<file path="src/rtl/sram_ctrl_pkg.sv">
// Shared widths, opcode encodings and request record for the SRAM port controller.
package sram_ctrl_pkg;

    localparam int DEF_DATA_WIDTH = 32;
    localparam int DEF_ADDR_WIDTH = 11;

    localparam logic OP_RD = 1'b0;
    localparam logic OP_WR = 1'b1;

    typedef struct packed {
        logic                      we;
        logic [DEF_ADDR_WIDTH-1:0] addr;
        logic [DEF_DATA_WIDTH-1:0] wdata;
    } sram_req_t;

endpackage

</file>
<file path="src/rtl/sram_port_ctrl_if.sv">
// Request and response streams between a datapath client and the SRAM port controller.
interface sram_port_ctrl_if
    import sram_ctrl_pkg::*;
#(
    parameter int DW = DEF_DATA_WIDTH,
    parameter int AW = DEF_ADDR_WIDTH
);
    logic          req_valid;
    logic          req_ready;
    logic          req_we;
    logic [AW-1:0] req_addr;
    logic [DW-1:0] req_wdata;
    logic          rsp_valid;
    logic          rsp_ready;
    logic [DW-1:0] rsp_rdata;

    modport master (
        output req_valid, req_we, req_addr, req_wdata, rsp_ready,
        input  req_ready, rsp_valid, rsp_rdata
    );

    modport slave (
        input  req_valid, req_we, req_addr, req_wdata, rsp_ready,
        output req_ready, rsp_valid, rsp_rdata
    );
endinterface

</file>
<file path="src/rtl/sram_port_ctrl_chk.sv">
// Simulation checks on the controller's internal response path.
module sram_port_ctrl_chk (
    input logic clk_i,
    input logic rst_i,
    input logic push_i,
    input logic full_i
);

    // The credit scheme must always leave room for every captured read.
    a_no_push_when_full: assert property (@(posedge clk_i) disable iff (rst_i) !(push_i && full_i));

endmodule

</file>
<file path="src/rtl/sram_rsp_fifo.sv">
// Read-response FIFO; the head entry is kept in its own register so the
// output does not pass through the storage read mux.
module sram_rsp_fifo
    import sram_ctrl_pkg::*;
#(
    parameter int DEPTH = 4,
    parameter int WIDTH = DEF_DATA_WIDTH,
    localparam int CW = $clog2(DEPTH + 1),
    localparam int PW = (DEPTH > 1) ? $clog2(DEPTH) : 1
) (
    input  logic             clk,
    input  logic             rst,
    input  logic             push_i,
    input  logic [WIDTH-1:0] push_data_i,
    input  logic             pop_i,
    output logic [WIDTH-1:0] head_o,
    output logic [CW-1:0]    count_o,
    output logic             empty_o,
    output logic             full_o
);

    logic [WIDTH-1:0] mem_q [DEPTH];
    logic [PW-1:0]    wr_ptr_q, wr_ptr_d;
    logic [PW-1:0]    rd_ptr_q, rd_ptr_d;
    logic [CW-1:0]    count_q, count_d;
    logic [WIDTH-1:0] head_q, head_d;
    logic             do_push_s, do_pop_s;

    function automatic logic [PW-1:0] ptr_inc(input logic [PW-1:0] p);
        logic [PW-1:0] r;
        if (p == PW'(DEPTH - 1)) begin
            r = '0;
        end else begin
            r = p + PW'(1'b1);
        end
        return r;
    endfunction

    assign empty_o = (count_q == '0);
    assign full_o  = (count_q == CW'(DEPTH));
    assign count_o = count_q;
    assign head_o  = head_q;

    // Next pointers, occupancy and head value for this cycle's push/pop.
    always_comb begin
        do_push_s = push_i & ~full_o;
        do_pop_s  = pop_i & ~empty_o;
        wr_ptr_d  = do_push_s ? ptr_inc(wr_ptr_q) : wr_ptr_q;
        rd_ptr_d  = do_pop_s ? ptr_inc(rd_ptr_q) : rd_ptr_q;
        count_d   = count_q;
        head_d    = head_q;
        case ({do_push_s, do_pop_s})
            2'b10:   count_d = count_q + CW'(1'b1);
            2'b01:   count_d = count_q - CW'(1'b1);
            default: count_d = count_q;
        endcase
        if (count_q == '0) begin
            head_d = do_push_s ? push_data_i : head_q;
        end else if (do_pop_s) begin
            if (count_q == CW'(1'b1)) begin
                head_d = do_push_s ? push_data_i : head_q;
            end else begin
                head_d = mem_q[ptr_inc(rd_ptr_q)];
            end
        end else begin
            head_d = head_q;
        end
    end

    // Storage array; contents need no reset because occupancy gates every use.
    always_ff @(posedge clk) begin
        if (do_push_s) begin
            mem_q[wr_ptr_q] <= push_data_i;
        end
    end

    // Control state and head register with synchronous flush.
    always_ff @(posedge clk) begin
        if (rst) begin
            wr_ptr_q <= '0;
            rd_ptr_q <= '0;
            count_q  <= '0;
            head_q   <= '0;
        end else begin
            wr_ptr_q <= wr_ptr_d;
            rd_ptr_q <= rd_ptr_d;
            count_q  <= count_d;
            head_q   <= head_d;
        end
    end

endmodule

</file>
<file path="src/rtl/sram_port_ctrl.sv">
// Single-port SRAM initiator: registers request pins (S0), tracks reads
// through the macro (S1/S2), and returns read data through a credited FIFO.
module sram_port_ctrl
    import sram_ctrl_pkg::*;
#(
    parameter int DATA_WIDTH = DEF_DATA_WIDTH,
    parameter int ADDR_WIDTH = DEF_ADDR_WIDTH,
    parameter int RSP_DEPTH  = 4
) (
    input  logic                  clk0,
    input  logic                  rst,
    sram_port_ctrl_if.slave       bus,
    output logic                  csb0,
    output logic                  web0,
    output logic [ADDR_WIDTH-1:0] addr0,
    output logic [DATA_WIDTH-1:0] din0,
    input  logic [DATA_WIDTH-1:0] dout0
);

    localparam int CW = $clog2(RSP_DEPTH + 1);

    logic                  csb0_q, csb0_d;
    logic                  web0_q, web0_d;
    logic [ADDR_WIDTH-1:0] addr0_q, addr0_d;
    logic [DATA_WIDTH-1:0] din0_q, din0_d;
    logic                  rd_s1_q, rd_s1_d;
    logic                  rd_s2_q, rd_s2_d;
    logic [CW:0]           credit_used_s;
    logic                  req_ready_s, accept_s;
    logic [CW-1:0]         fifo_count_s;
    logic                  fifo_empty_s, fifo_full_s, fifo_pop_s;

    assign csb0  = csb0_q;
    assign web0  = web0_q;
    assign addr0 = addr0_q;
    assign din0  = din0_q;

    // Credit check: queued responses plus reads still inside the macro must fit the FIFO.
    always_comb begin
        credit_used_s = {1'b0, fifo_count_s} + (CW+1)'(rd_s1_q) + (CW+1)'(rd_s2_q);
        req_ready_s   = ~rst & (credit_used_s < (CW+1)'(RSP_DEPTH));
        accept_s      = bus.req_valid & req_ready_s;
    end

    assign bus.req_ready = req_ready_s;

    // S0 pin values and read-tracking flags for the next edge.
    always_comb begin
        csb0_d  = 1'b1;
        web0_d  = 1'b1;
        addr0_d = addr0_q;
        din0_d  = din0_q;
        if (accept_s) begin
            csb0_d  = 1'b0;
            web0_d  = (bus.req_we == OP_WR) ? 1'b0 : 1'b1;
            addr0_d = bus.req_addr;
            din0_d  = bus.req_wdata;
        end else begin
            csb0_d  = 1'b1;
            web0_d  = 1'b1;
        end
        rd_s1_d = accept_s & (bus.req_we == OP_RD);
        rd_s2_d = rd_s1_q;
    end

    // Pin registers and in-flight flags; reset drops any read already issued.
    always_ff @(posedge clk0) begin
        if (rst) begin
            csb0_q  <= 1'b1;
            web0_q  <= 1'b1;
            addr0_q <= '0;
            din0_q  <= '0;
            rd_s1_q <= 1'b0;
            rd_s2_q <= 1'b0;
        end else begin
            csb0_q  <= csb0_d;
            web0_q  <= web0_d;
            addr0_q <= addr0_d;
            din0_q  <= din0_d;
            rd_s1_q <= rd_s1_d;
            rd_s2_q <= rd_s2_d;
        end
    end

    assign fifo_pop_s    = ~fifo_empty_s & bus.rsp_ready;
    assign bus.rsp_valid = ~fifo_empty_s;

    sram_rsp_fifo #(
        .DEPTH (RSP_DEPTH),
        .WIDTH (DATA_WIDTH)
    ) u_rsp_fifo (
        .clk         (clk0),
        .rst         (rst),
        .push_i      (rd_s2_q),
        .push_data_i (dout0),
        .pop_i       (fifo_pop_s),
        .head_o      (bus.rsp_rdata),
        .count_o     (fifo_count_s),
        .empty_o     (fifo_empty_s),
        .full_o      (fifo_full_s)
    );

    sram_port_ctrl_chk u_chk (
        .clk_i  (clk0),
        .rst_i  (rst),
        .push_i (rd_s2_q),
        .full_i (fifo_full_s)
    );

endmodule

</file>
<file path="src/flat_wrapper.sv">
// flat-port wrapper written by rule: the top's interface ports become plain ports
module sram_port_ctrl_flat import sram_ctrl_pkg::*;
#(
    parameter int DATA_WIDTH = DEF_DATA_WIDTH,
    parameter int ADDR_WIDTH = DEF_ADDR_WIDTH,
    parameter int RSP_DEPTH  = 4
)
  (clk0, rst, csb0, web0, addr0, din0, dout0, bus_req_valid, bus_req_we, bus_req_addr, bus_req_wdata, bus_rsp_ready, bus_req_ready, bus_rsp_valid, bus_rsp_rdata);
  sram_port_ctrl_if bus_i ();
  input  logic clk0;
  input  logic rst;
  output logic csb0;
  output logic web0;
  output logic [ADDR_WIDTH-1:0] addr0;
  output logic [DATA_WIDTH-1:0] din0;
  input  logic [DATA_WIDTH-1:0] dout0;
  input wire logic [$bits(bus_i.req_valid)-1:0] bus_req_valid;
  input wire logic [$bits(bus_i.req_we)-1:0] bus_req_we;
  input wire logic [$bits(bus_i.req_addr)-1:0] bus_req_addr;
  input wire logic [$bits(bus_i.req_wdata)-1:0] bus_req_wdata;
  input wire logic [$bits(bus_i.rsp_ready)-1:0] bus_rsp_ready;
  output wire logic [$bits(bus_i.req_ready)-1:0] bus_req_ready;
  output wire logic [$bits(bus_i.rsp_valid)-1:0] bus_rsp_valid;
  output wire logic [$bits(bus_i.rsp_rdata)-1:0] bus_rsp_rdata;
  assign bus_i.req_valid = bus_req_valid;
  assign bus_i.req_we = bus_req_we;
  assign bus_i.req_addr = bus_req_addr;
  assign bus_i.req_wdata = bus_req_wdata;
  assign bus_i.rsp_ready = bus_rsp_ready;
  assign bus_req_ready = bus_i.req_ready;
  assign bus_rsp_valid = bus_i.rsp_valid;
  assign bus_rsp_rdata = bus_i.rsp_rdata;
  sram_port_ctrl #(.DATA_WIDTH(DATA_WIDTH), .ADDR_WIDTH(ADDR_WIDTH), .RSP_DEPTH(RSP_DEPTH)) u_core (.clk0(clk0), .rst(rst), .bus(bus_i), .csb0(csb0), .web0(web0), .addr0(addr0), .din0(din0), .dout0(dout0));
endmodule
</file>
<file path="config.mk">
export PLATFORM = sky130hd
export DESIGN_NAME = sram_port_ctrl_flat
export DESIGN_NICKNAME = d
export VERILOG_FILES = /design/src/rtl/sram_ctrl_pkg.sv /design/src/rtl/sram_port_ctrl_if.sv /design/src/rtl/sram_port_ctrl_chk.sv /design/src/rtl/sram_rsp_fifo.sv /design/src/rtl/sram_port_ctrl.sv /design/src/flat_wrapper.sv
export SDC_FILE = /design/constraint.sdc
export NUM_CORES = 1
export LEC_CHECK = 0
export CAP_MARGIN = 20
export CORE_MARGIN = 2
export CORE_UTILIZATION = 45
export CTS_BUF_LIST = sky130_fd_sc_hd__clkbuf_8 sky130_fd_sc_hd__clkbuf_16
export DETAILED_ROUTE_END_ITERATION = 7
export PLACE_DENSITY = 0.8
export SLEW_MARGIN = 20
export SYNTH_ARGS = -nofsm -noshare
export SYNTH_HDL_FRONTEND = slang
export SYNTH_SLANG_ARGS = --single-unit
</file>
<file path="constraint.sdc">
create_clock -name clk0 -period 4.2 [get_ports clk0]
set_clock_uncertainty 0.2 [all_clocks]
set_input_delay 0.84 -clock clk0 [delete_from_list [all_inputs] [get_ports clk0]]
set_output_delay 0.84 -clock clk0 [all_outputs]
set_load 0.01 [all_outputs]
</file>
**Run 1: cell area per tile**

The die is cut into 14 by 14 equal tiles; dark blue is low, red is high, 0 to 100% covered.
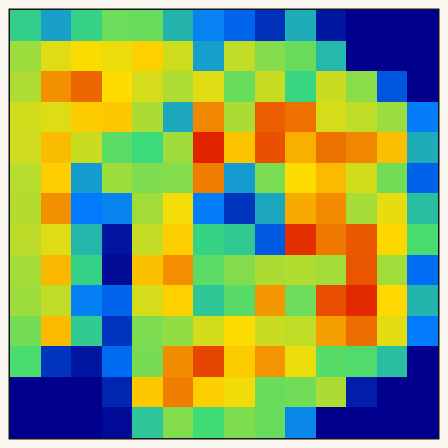
fullest tile: 96%
nearly empty tiles: 10%
mean over tiles: 53%
initial cell density of the core: 45.78%
share of the core filled with cells in the final layout: 58.44%
Floorplan Core Area: 0.01864 mm2

**Run 1: selected gate families**

The bar under the picture is 50 um long.
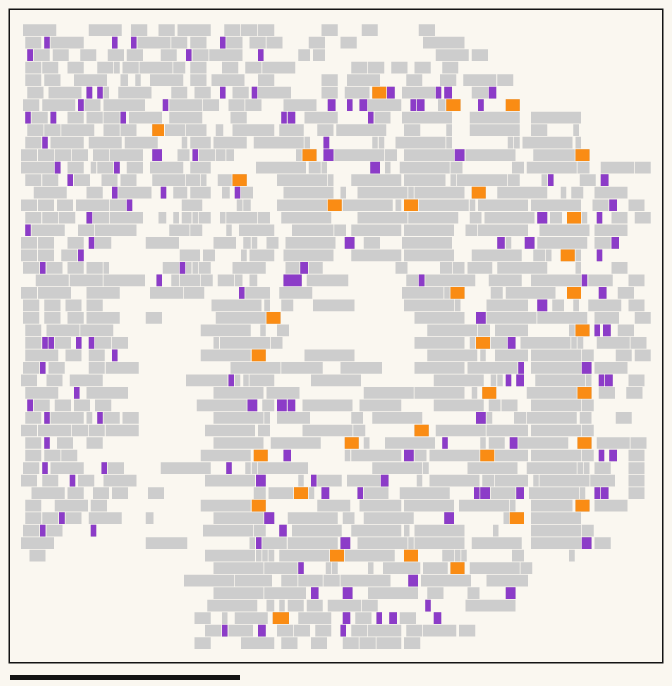
| color | family | cells | most used |
|---|---|---|---|
| purple | nor cells | 135 | nor2_1 |
| orange | non-inverting ao/oa cells | 33 | a31o_1 |

**Run 1: clock network drawn from the DEF**

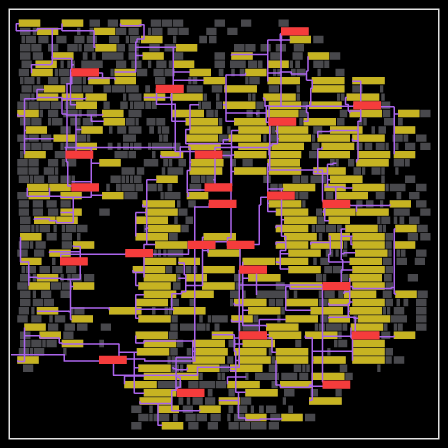
[yellow] flip-flops | count: 214
[purple] clock wires | length: 2440 um
[red] clock-net drivers | count: 23
routed clock nets: 24
Power Clock: 1.82 mW
Clk pwr share: 29.2%

==> qor.yml, run 1 <==
run_status: "finished clean"
gp_congestion: 0.7107
final_common_cell: "sky130_fd_sc_hd__clkdlybuf4s50_1"
mappedNetlistNets: 752
post_drt_via_cell_ratio: 5.361
groute.layer.met1.usage_pct: 21.86
post-route-period-util_pct: 82.40
synthArstFlopShare_pct: 0
antenna_found_initial: 0
powerDensity_mw_per_mm2: 572.5
post_synth_most_frequent_cells: "128 x sky130_fd_sc_hd__edfxtp_1, 86 x sky130_fd_sc_hd__dfxtp_1, 80 x sky130_fd_sc_hd__nor2_1"
timing.critical_path.depth: 4
fin_setup_tns_ns: 0
detail_route.wl_per_cell_um: 17.31
clock-root-buffer: "sky130_fd_sc_hd__clkbuf_16"
endpoint_kind: "primary output"
post_cts_resized: 0
path_max_fanout: 5
drt_iter0_drc: 255
vias: 5650
worst_ir_drop_vdd_mv: 0.3105
synth.cellmix.adderShare_pct: 1.613
grt_first_pass_wirelength_mm: 29.16
cp_data_arrival_time_ns: 2.42
syn2layout_area_growth_pct: 27.66
power_leakage_nw: 3.913
worstSkewPairLatency_ns: 0.50
placedInstanceArea_mm2: 0.01021
post-route-drc-count: 0
synth.mux.area_fraction_pct: 5.688
placed_cells_incl_taps: 1012
grt_start_max_net_pins: 84
crit_path_max_incr_delay_ns: 0.64
route.met2.wl_mm: 9.057
insertedDiodeCount: 0
whs_path_depth: 1
switch_share_pct: 29.73
port_buffers: 158
drt-met1-wl_mm: 7.427
chipWidth_um: 141.7
ys_area_mm2: 0.008534
synth.cellmix.compoundShare_pct: 11.48
cts_setup_buffers: 0
cells_yosys: 661
grt_use_met3_pct: 5.265
proportion_of_layout_cells_with_a_drive_suffix_above_1_pct: 9.268
route.final.wire_length_mm: 18.25
unrepaired_setup_endpoints_after_global_routing: "no"
yosys.stat.seqShare_pct: 65.21
yosys-dominant-comb-family: "simple AND/OR/NAND/NOR gates"
synth.area.top_cells: "sky130_fd_sc_hd__edfxtp_1 45%, sky130_fd_sc_hd__dfxtp_1 20%, sky130_fd_sc_hd__mux2i_1 5.2%"
timing.critical_path.required_ns: 3.16
layout_min_cycle_time_ns: 3.461
synthesis.yosys.warnings: 0
timing.final.max_slew_violations: 0
finalSetupViolCount: 0
enable_flop_cells: 128
cts.htree.levels: 1
worst-r2r-cell-count: 4
global_route.usage.met2_pct: 31.68
ys_ff: 214
intPower_mw: 4.383
startpoint_type: "flip-flop"
reg2reg_slack_ns: 1.57
antenna_left: 0
crit_path_cell_trace: "ha_1 -> a21o_1 -> a211oi_1 -> clkdlybuf4s50_1"
route.met3.wl_mm: 1.458
fin_nets: 894
dp_hpwl_mm: 10.82
cts_buffer_depth: 3
worstPathBufferInverterCount: 1
fin_cells: 1054
tritoncts: "yes"
netlist_area_mm2: 0.008534
mapped_avg_cell_area_um2: 12.91
post_synth_inst_count: 661
ys_dominant_reg_cell: "sky130_fd_sc_hd__edfxtp_1"
sequentialPowerShare_pct: 40.7
total_switching_power_mw: 1.854
netlist.area_leader.share_pct: 45.04
hold_viol_final: 0
timing.slew.headroom_pct: 29.93
clkTransAtPathRegs_ns: 0.06
io_pins: 159
stage_log_warnings: 32
synthMostInstantiatedCell: "sky130_fd_sc_hd__edfxtp_1"
synth-simple-area-share_pct: 11.92
cts_inserted_buffers: 23
criticalPathCategory: "flip-flop to primary output"
unique_cell_types: 39
power.share.combinational_pct: 30.2
global_route.overflow_total: 0
first_global_vias: 5885
final_layout_top_logic_cells: "157 x sky130_fd_sc_hd__clkdlybuf4s50_1, 128 x sky130_fd_sc_hd__edfxtp_1, 85 x sky130_fd_sc_hd__dfxtp_1, 80 x sky130_fd_sc_hd__nor2_1, 66 x sky130_fd_sc_hd__nand2_1"
cts_sinks: 214
cts_hold_buf: 0
worstMarginPinSlew_ns: 1.051
rows: 50
highest_achievable_clock_rate_ghz: 0.2890
detailedPlace.worstSlack_ns: 1.093
cap_viol_max_count: 0
die_height_um: 141.7
hold_class: "flip-flop to flip-flop"
floorplan.die_area_mm2: 0.02008
postLayoutSetupSlackWorst_ns: 0.7394
largest_area_contributor_in_the_synthesized_netlist: "sky130_fd_sc_hd__edfxtp_1"
top_routing_layer_in_use: "met4"
fin_area_mm2: 0.01090
grtUsageTotal_pct: 18.07
cell_family_with_most_cp_delay: "buffers and inverters"
synthXorXnorAreaFrac_pct: 0.2052
global_route.peak_usage_layer: "met2"
run 1: final cells by class:
class                      count  area, um2
timing repair buffer         166       1652
clock buffer                  23      575.6
sequential                   214       5567
multi-input combinational    388       2666
tap                          234      292.8
clock inverter                19      105.1
inverter                      10      37.54
fill                        1516       7747
run 1: sequential cells by signal, summed over array words and instances, names as in the netlist:
name,count
u_core.din0,32
u_core.rd_s2_q,1
u_core.u_rsp_fifo.rd_ptr_q,2
u_core.addr0,11
u_core.rd_s1_q,1
u_core.u_rsp_fifo.wr_ptr_q,2
u_core.csb0,1
u_core.u_rsp_fifo.mem_q,128
u_core.u_rsp_fifo.count_o,3
u_core.web0,1
u_core.u_rsp_fifo.head_o,32
run 1: per-stage QoR:
stage / util, % / hold WS (ns) / total power [mW]
final: 58.44 / 0.2665 / 6.237
after floorplan: - / 0.2385 / 3.835
after CTS: 58.44 / 0.2696 / 6.288
after global routing: 58.44 / 0.2919 / 6.542
after detailed placement: 54.79 / 0.2602 / 4.472
after global placement: 54.79 / 0.2509 / 4.432
run 1: final timing paths:
path | startpoint | to
min reg2reg | u_core.rd_s1_q | u_core.rd_s2_q
max reg2reg | u_core.u_rsp_fifo.count_o[1] | u_core.u_rsp_fifo.mem_q[3][10]
min | u_core.rd_s1_q | u_core.rd_s2_q
max | u_core.u_rsp_fifo.count_o[0] | bus_req_ready
run 1: power groups by stage:
| stage | Combinational, mW | Clock (mW) | Sequential [mW] |
|---|---|---|---|
| final | 1.88 | 1.82 | 2.54 |
| after global routing | 2.05 | 1.92 | 2.56 |
| after CTS | 1.90 | 1.85 | 2.54 |
| after detailed placement | 1.89 | 0 | 2.58 |
| after global placement | 1.85 | 0 | 2.58 |
| after floorplan | 1.20 | 0 | 2.64 |
## Run 2: what changed since run 1
==> constraint.sdc (replaced) <==
create_clock -name clk0 -period 3.5 [get_ports clk0]
set_clock_uncertainty 0.2 [all_clocks]
set_input_delay 0.7 -clock clk0 [delete_from_list [all_inputs] [get_ports clk0]]
set_output_delay 0.7 -clock clk0 [all_outputs]
set_load 0.01 [all_outputs]
**Run 2: routing congestion map**

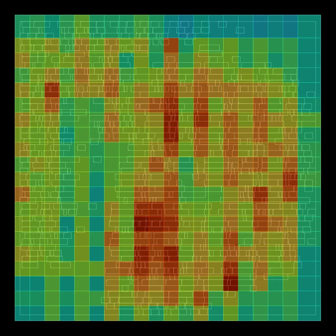
met1 track demand over resource: 23.22%
met2 track demand over resource: 30.84%

==> qor.yml, run 2 <==
timing.slew.headroom_pct: 29.72
powerDensity_mw_per_mm2: 705.6
ys_area_mm2: 0.008534
antenna_left: 0
hold_class: "flip-flop to flip-flop"
cts_setup_buffers: 0
cap_viol_max_count: 0
detailedPlace.worstSlack_ns: 0.7349
crit_path_cell_trace: "ha_1 -> a21o_1 -> a211oi_1 -> clkdlybuf4s50_1"
timing.final.max_slew_violations: 0
power_leakage_nw: 3.949
post_drt_via_cell_ratio: 5.399
route.met2.wl_mm: 8.916
report.power.total_mw: 7.788
insertedDiodeCount: 0
highest_achievable_clock_rate_ghz: 0.3053
total_switching_power_mw: 2.281
finalSetupViolCount: 0
endpoint_kind: "primary output"
rows: 50
io_pins: 159
cts_sinks: 214
worstSkewPairLatency_ns: 0.51
chipWidth_um: 141.7
netlist_area_mm2: 0.008534
post-route-period-util_pct: 93.58
post_synth_inst_count: 661
fin_cells: 1058
post-route-drc-count: 0
worstMarginPinSlew_ns: 1.054
crit_start: "u_core.u_rsp_fifo.count_o[0]"
intPower_mw: 5.507
synth.area.top_cells: "sky130_fd_sc_hd__edfxtp_1 45%, sky130_fd_sc_hd__dfxtp_1 20%, sky130_fd_sc_hd__mux2i_1 5.2%"
yosys.stat.seqShare_pct: 65.21
power_consumed_by_sequential_cells_mw: 3.09
cts_inserted_buffers: 23
sequentialPowerShare_pct: 39.7
floorplan.die_area_mm2: 0.02008
worst_setup_path_endpoint: "bus_req_ready"
crit_path_max_incr_delay_ns: 0.63
ys_ff: 214
grt_use_met3_pct: 5.299
tritoncts: "yes"
largest_register: "u_core.u_rsp_fifo.mem_q"
synthMostInstantiatedCell: "sky130_fd_sc_hd__edfxtp_1"
worstPathBufferInverterCount: 1
cts_hold_buf: 0
cell_family_with_most_cp_delay: "buffers and inverters"
post_synth_most_frequent_cells: "128 x sky130_fd_sc_hd__edfxtp_1, 86 x sky130_fd_sc_hd__dfxtp_1, 80 x sky130_fd_sc_hd__nor2_1"
largest_area_contributor_in_the_synthesized_netlist: "sky130_fd_sc_hd__edfxtp_1"
proportion_of_layout_cells_with_a_drive_suffix_above_1_pct: 10.19
cp_slowest_cell: "sky130_fd_sc_hd__clkdlybuf4s50_1"
synthArstFlopShare_pct: 0
core_region_area_mm2: 0.01864
fin_area_mm2: 0.01104
hold_viol_final: 0
top_routing_layer_in_use: "met4"
layout_min_cycle_time_ns: 3.275
post_cts_resized: 0
final_layout_top_logic_cells: "157 x sky130_fd_sc_hd__clkdlybuf4s50_1, 128 x sky130_fd_sc_hd__edfxtp_1, 85 x sky130_fd_sc_hd__dfxtp_1, 80 x sky130_fd_sc_hd__nor2_1, 66 x sky130_fd_sc_hd__nand2_1"
unique_cell_types: 39
netlist.area_leader.share_pct: 45.04
clkTransAtPathRegs_ns: 0.06
worst_ir_drop_vdd_mv: 0.3809
reg2reg_slack_ns: 0.95
fin_nets: 898
largest_reg_flops: 128
syn2layout_area_growth_pct: 29.32
grt_start_max_net_pins: 84
die_height_um: 141.7
global_route.peak_usage_layer: "met2"
ys_dominant_reg_cell: "sky130_fd_sc_hd__edfxtp_1"
path_max_fanout: 5
postLayoutSetupSlackWorst_ns: 0.2248
first_global_vias: 5666
power.clock.fraction_pct: 31.3
power.share.combinational_pct: 29.0
drt_iter0_drc: 375
cp_data_arrival_time_ns: 2.38
final_common_cell: "sky130_fd_sc_hd__clkdlybuf4s50_1"
port_buffers: 158
cts_buffer_depth: 3
fin_setup_tns_ns: 0
placedInstanceArea_mm2: 0.01027
clock-root-buffer: "sky130_fd_sc_hd__clkbuf_16"
drt_pass1_iterations: 4
global_route.overflow_total: 0
dp_hpwl_mm: 10.89
criticalPathCategory: "flip-flop to primary output"
power_combinational_mw: 2.26
cells_yosys: 661
timing.critical_path.required_ns: 2.60
switch_share_pct: 29.28
endpoint_of_the_worst_register_to_register_path: "u_core.u_rsp_fifo.count_o[2]"
synthesis.yosys.warnings: 0
clockNetworkPower_mw: 2.44
power_leader: "sequential cells"
cts.htree.levels: 1
enable_flop_cells: 128
stage_log_warnings: 32
reg2reg_from: "u_core.u_rsp_fifo.count_o[1]"
timing.critical_path.depth: 4
gp_congestion: 0.7203
mappedNetlistNets: 752
startpoint_type: "flip-flop"
drt-met1-wl_mm: 7.636
worst-r2r-cell-count: 7
antenna_found_initial: 0
floorplan.initialDensity_pct: 45.78
route.met3.wl_mm: 1.648
placed_cells_incl_taps: 1016
mapped_avg_cell_area_um2: 12.91
unrepaired_setup_endpoints_after_global_routing: "no"
run_status: "finished clean"
grt_first_pass_wirelength_mm: 29.49
**Run 2: signal wires by layer**

The bar under the picture is 50 um long.
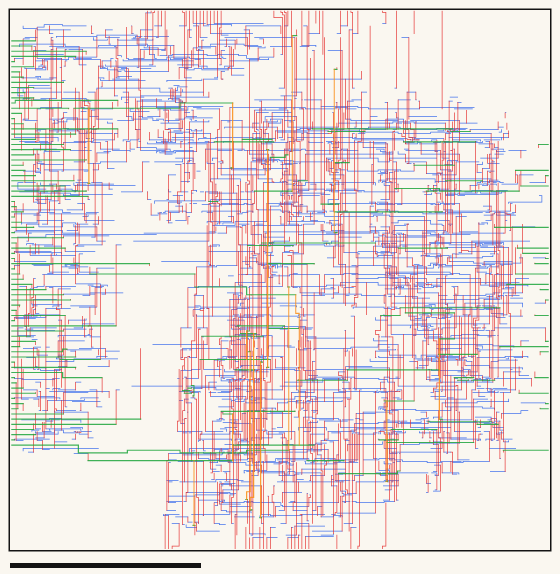
| color | layer | wire length |
|---|---|---|
| red | M2 | 8920 um |
| blue | M1 | 7640 um |
| orange | M4 | 467 um |
| green | M3 | 1650 um |
total via count after detailed routing: 5712
total wire length: 18.67 mm
aggregate global-route resource usage: 18.44%
detail-routed net length per standard cell: 17.64 um

[run 2: logic make-up (layout without fill, tap and decap cells)]
kind of cell             after synthesis  count (layout)  share of synthesized area (%)
AND-OR/OR-AND                        106             106                          11.48
XOR/XNOR                               2               2                         0.2053
multiplexers                          46              46                          5.688
AND/OR/NAND/NOR                      223             223                          11.92
adder cells (fa/ha/maj)               11              11                          1.613
flip-flops                           214             214                          65.21
buffers and inverters                 59             222                          3.885
[run 2: stage by stage]
step / utilization [%] / hold WS (ns)
2_1_floorplan: - / 0.2385
3_3_place_gp: 55.09 / 0.2506
3_5_place_dp: 55.09 / 0.2563
4_1_cts: 59.20 / 0.2640
5_1_grt: 59.20 / 0.2795
6_report: 59.20 / 0.2637
[run 2: final cells by class]
class	count	area, um2
clock buffer	23	575.6
inverter	10	37.54
multi-input combinational	388	2666
tap	234	292.8
timing repair buffer	170	1707
fill	1458	7606
clock inverter	19	191.4
sequential	214	5567
[run 2: worst min path at each step]
stage | cells after the start | to | start | slack [ns]
2_1_floorplan | 1 | u_core.rd_s2_q | u_core.rd_s1_q | 0.24
5_1_grt | 1 | u_core.rd_s2_q | u_core.rd_s1_q | 0.28
3_3_place_gp | 2 | u_core.u_rsp_fifo.rd_ptr_q[1] | u_core.u_rsp_fifo.rd_ptr_q[1] | 0.25
6_report | 2 | u_core.u_rsp_fifo.rd_ptr_q[1] | u_core.u_rsp_fifo.rd_ptr_q[1] | 0.26
3_5_place_dp | 2 | u_core.u_rsp_fifo.rd_ptr_q[1] | u_core.u_rsp_fifo.rd_ptr_q[1] | 0.26
4_1_cts | 2 | u_core.u_rsp_fifo.rd_ptr_q[1] | u_core.u_rsp_fifo.rd_ptr_q[1] | 0.26
No activity file was given, so power comes from the tool's default toggle rates.
